Design dm_mm2s_arbiter, sky130hd; sources not shown.
**Metal 1**

Scale bar: 100 um.
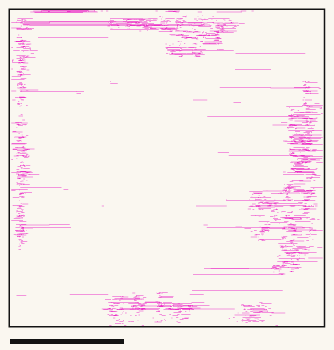
main direction	horizontal
share of all routed wire	35%
nets with wire on the layer	746
met1 Usage GRT: 5.56%
WL final: 22.8 mm
vias post-DR: 4,700

**Clock wiring as the flow saved it**

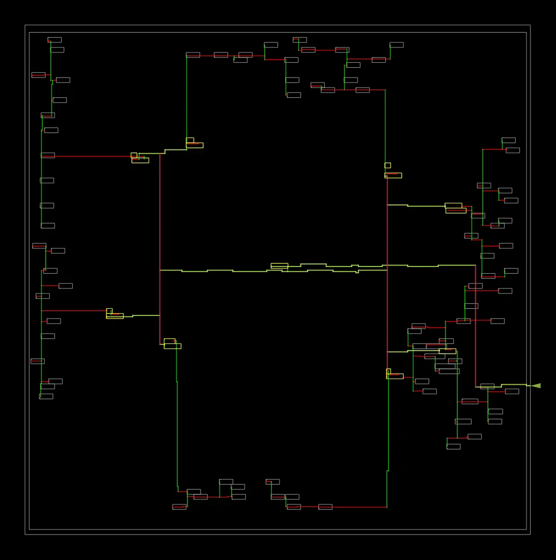
registers: 88
Num CTS Buffers: 9
CLK BUF: 9

==> results_dict.tcl <==
# flow metrics
set metrics [dict create \
    status "finished with violations" \
    violations "negative setup slack" \
    drt-initial-drc-count 171 \
    rrSetupSlack_ns -0.13 \
    flop_cell "dfxtp_1" \
    stdcell_count 1647 \
    place_worst_setup_slack_ns -0.713 \
    top_cell_area_share_pct 36.1 \
    grt_overflow_total 0 \
    edf_count 4 \
    vdd_drop_max_v 0.000467 \
    reg2reg_depth 8 \
    fin_hold_ws_ns 0.496 \
    largest_reg_flops 69 \
    finalSetupViolations 1 \
    hold_class "reg -> reg" \
    cts_max_path_buffers 2 \
    core_mm2 0.0726 \
    top_area_cell "buf_4" \
    p_per_area_mw_per_mm2 916 \
    netlist_instances 740 \
    yosys_warnings 0 \
    fin_worst_skew_ns 0.00862 \
    netlist_top_cells_area "buf_4, dfxtp_1, a221o_1, nand2b_1, a21oi_1" \
    setup_ws_ns -0.126 \
    cts_tree "done" \
    yosys_area_mm2 0.00645 \
    required_ns 2.68 \
    clockRootBuffer "clkbuf_16" \
    synth_flops 88 \
    cp_max_fo 3 \
    clkTransAtPathRegs_ns 0.08 \
    worst_slew_pin_slew_ns 0.938 \
    wl_per_cell_um 13.9 \
    hold_buffers 0 \
    dpl.hpwl_mm 16.9 \
    first_global_vias 5043 \
    fmax_ghz 0.396 \
    min_path_cells 2 \
    dp.cells 1627 \
    antenna_left 0 \
    synth_top_cell_by_count "buf_4" \
    clock_sinks 88 \
    period_minus_slack_ns 2.53 \
    fp.dieH_um 276 \
    ys_seq_share_pct 27.9 \
    fp.dieArea_mm2 0.0756 \
    rsz0062_at_grt "true" \
    drc 0 \
    synth_cell_type_count 35 \
    die-width_um 274 \
    viasPerCell 2.85 \
    final_nets 1004 \
    routabilityCongestion 0.706 \
    clock_latency_ns 0.38 \
    maxSlewHeadroom_pct 37.4 \
    postCtsSetupBuffers 1 \
    p_leak_nw 2.85 \
    track_usage_pct 5.88 \
    first_pass_iters 4 \
    maxSlewViolCount 0 \
    syn_avg_cell_area_um2 8.72 \
    finalHoldViolCount 0 \
    netlist_area_mm2 0.00645 \
    post_cts_resized 24 \
    antenna_found_initial 0 \
    warnings 37 \
    final_cell_mix "clkdlybuf4s50_1, dfxtp_1, nand2b_1, a21oi_1, a221o_1" \
    rows 99 \
    finalClockPeriodUsage_pct 105 \
    drv_cap 0 \
    port_buffers 248 \
    grt_max_degree 69 \
    drive_above_1_share_pct 12.6 \
    area_delta_synth_final_pct 30.0 \
    arrival_ns 2.80 \
    end_kind "flop" \
    htree_levels 3 \
    initCoreUtil_pct 8.89 \
    layout_top_cell "clkdlybuf4s50_1" \
    io_pins 701 \
    grt_pass1_wl_mm 32.7 \
    path_class "reg -> reg" \
    yosys-top-cells-count "buf_4, dfxtp_1, a21oi_1, nand2b_1, a221o_1" \
    setup-tns-final_ns -0.126 \
    async_flop_share_pct 0 \
    start_kind "flop" \
    antenna_cells 0 \
    ys_cells 740 \
]
-- metal layers --
layer,track usage (%),routed length [um]
met5,0.128,0
met4,4.32,1440
met3,3.27,2680
met2,9.53,10800
met1,5.56,7920
-- worst max-delay path, cell delays in order (launching register included) --
cell      delay [ns]
edfxtp_1        0.37
mux4_2          0.55
mux2i_2         0.19
nor3b_2         0.27
ha_1            0.27
inv_1           0.06
ha_2            0.17
fa_2            0.42
nor2b_4         0.13
-- power breakdown --
part	leakage, nW	switching (W)	internal (W)	total [W]
registers	0.728	0.000254	0.00190	0.00216
clock network	0.155	0.000763	0.000834	0.00160
logic	1.97	0.00214	0.00179	0.00393
total	2.85	0.00315	0.00453	0.00769
-- logic make-up (layout without fill, tap and decap cells) --
logic type | Yosys count | after routing | share of synthesized area [%]
AOI/OAI and AO/OA | 147 | 147 | 16.8
xor gates and xnor gates | 5 | 5 | 0.679
adders and majority gates | 13 | 13 | 2.75
buffers and inverters | 364 | 310 | 39.9
DFF | 88 | 88 | 27.9
muxes | 5 | 5 | 1.03
other | 1 | 3 | 0.0581
and+or+nand+nor | 117 | 117 | 10.9
-- stage by stage --
| step | power (W) | area (um2) | util [%] |
|---|---|---|---|
| final | 0.00769 | 8390 | 11.6 |
| after global routing | 0.00821 | 8390 | 11.6 |
| after CTS | 0.00774 | 8280 | 11.4 |
| after detailed placement | 0.00594 | 7910 | 10.9 |
| after global placement | 0.00591 | 7910 | 10.9 |
| after floorplan | 0.00521 | 6490 | - |
-- cell type report --
cell class	count	area (um2)
fill	8391	64200
timing repair buffer	280	2760
multi-input combinational	290	2240
sequential	88	1810
tap	959	1200
clock buffer	9	225
clock inverter	7	90.1
inverter	14	55.1
Power is estimated from default activity; no workload was simulated.
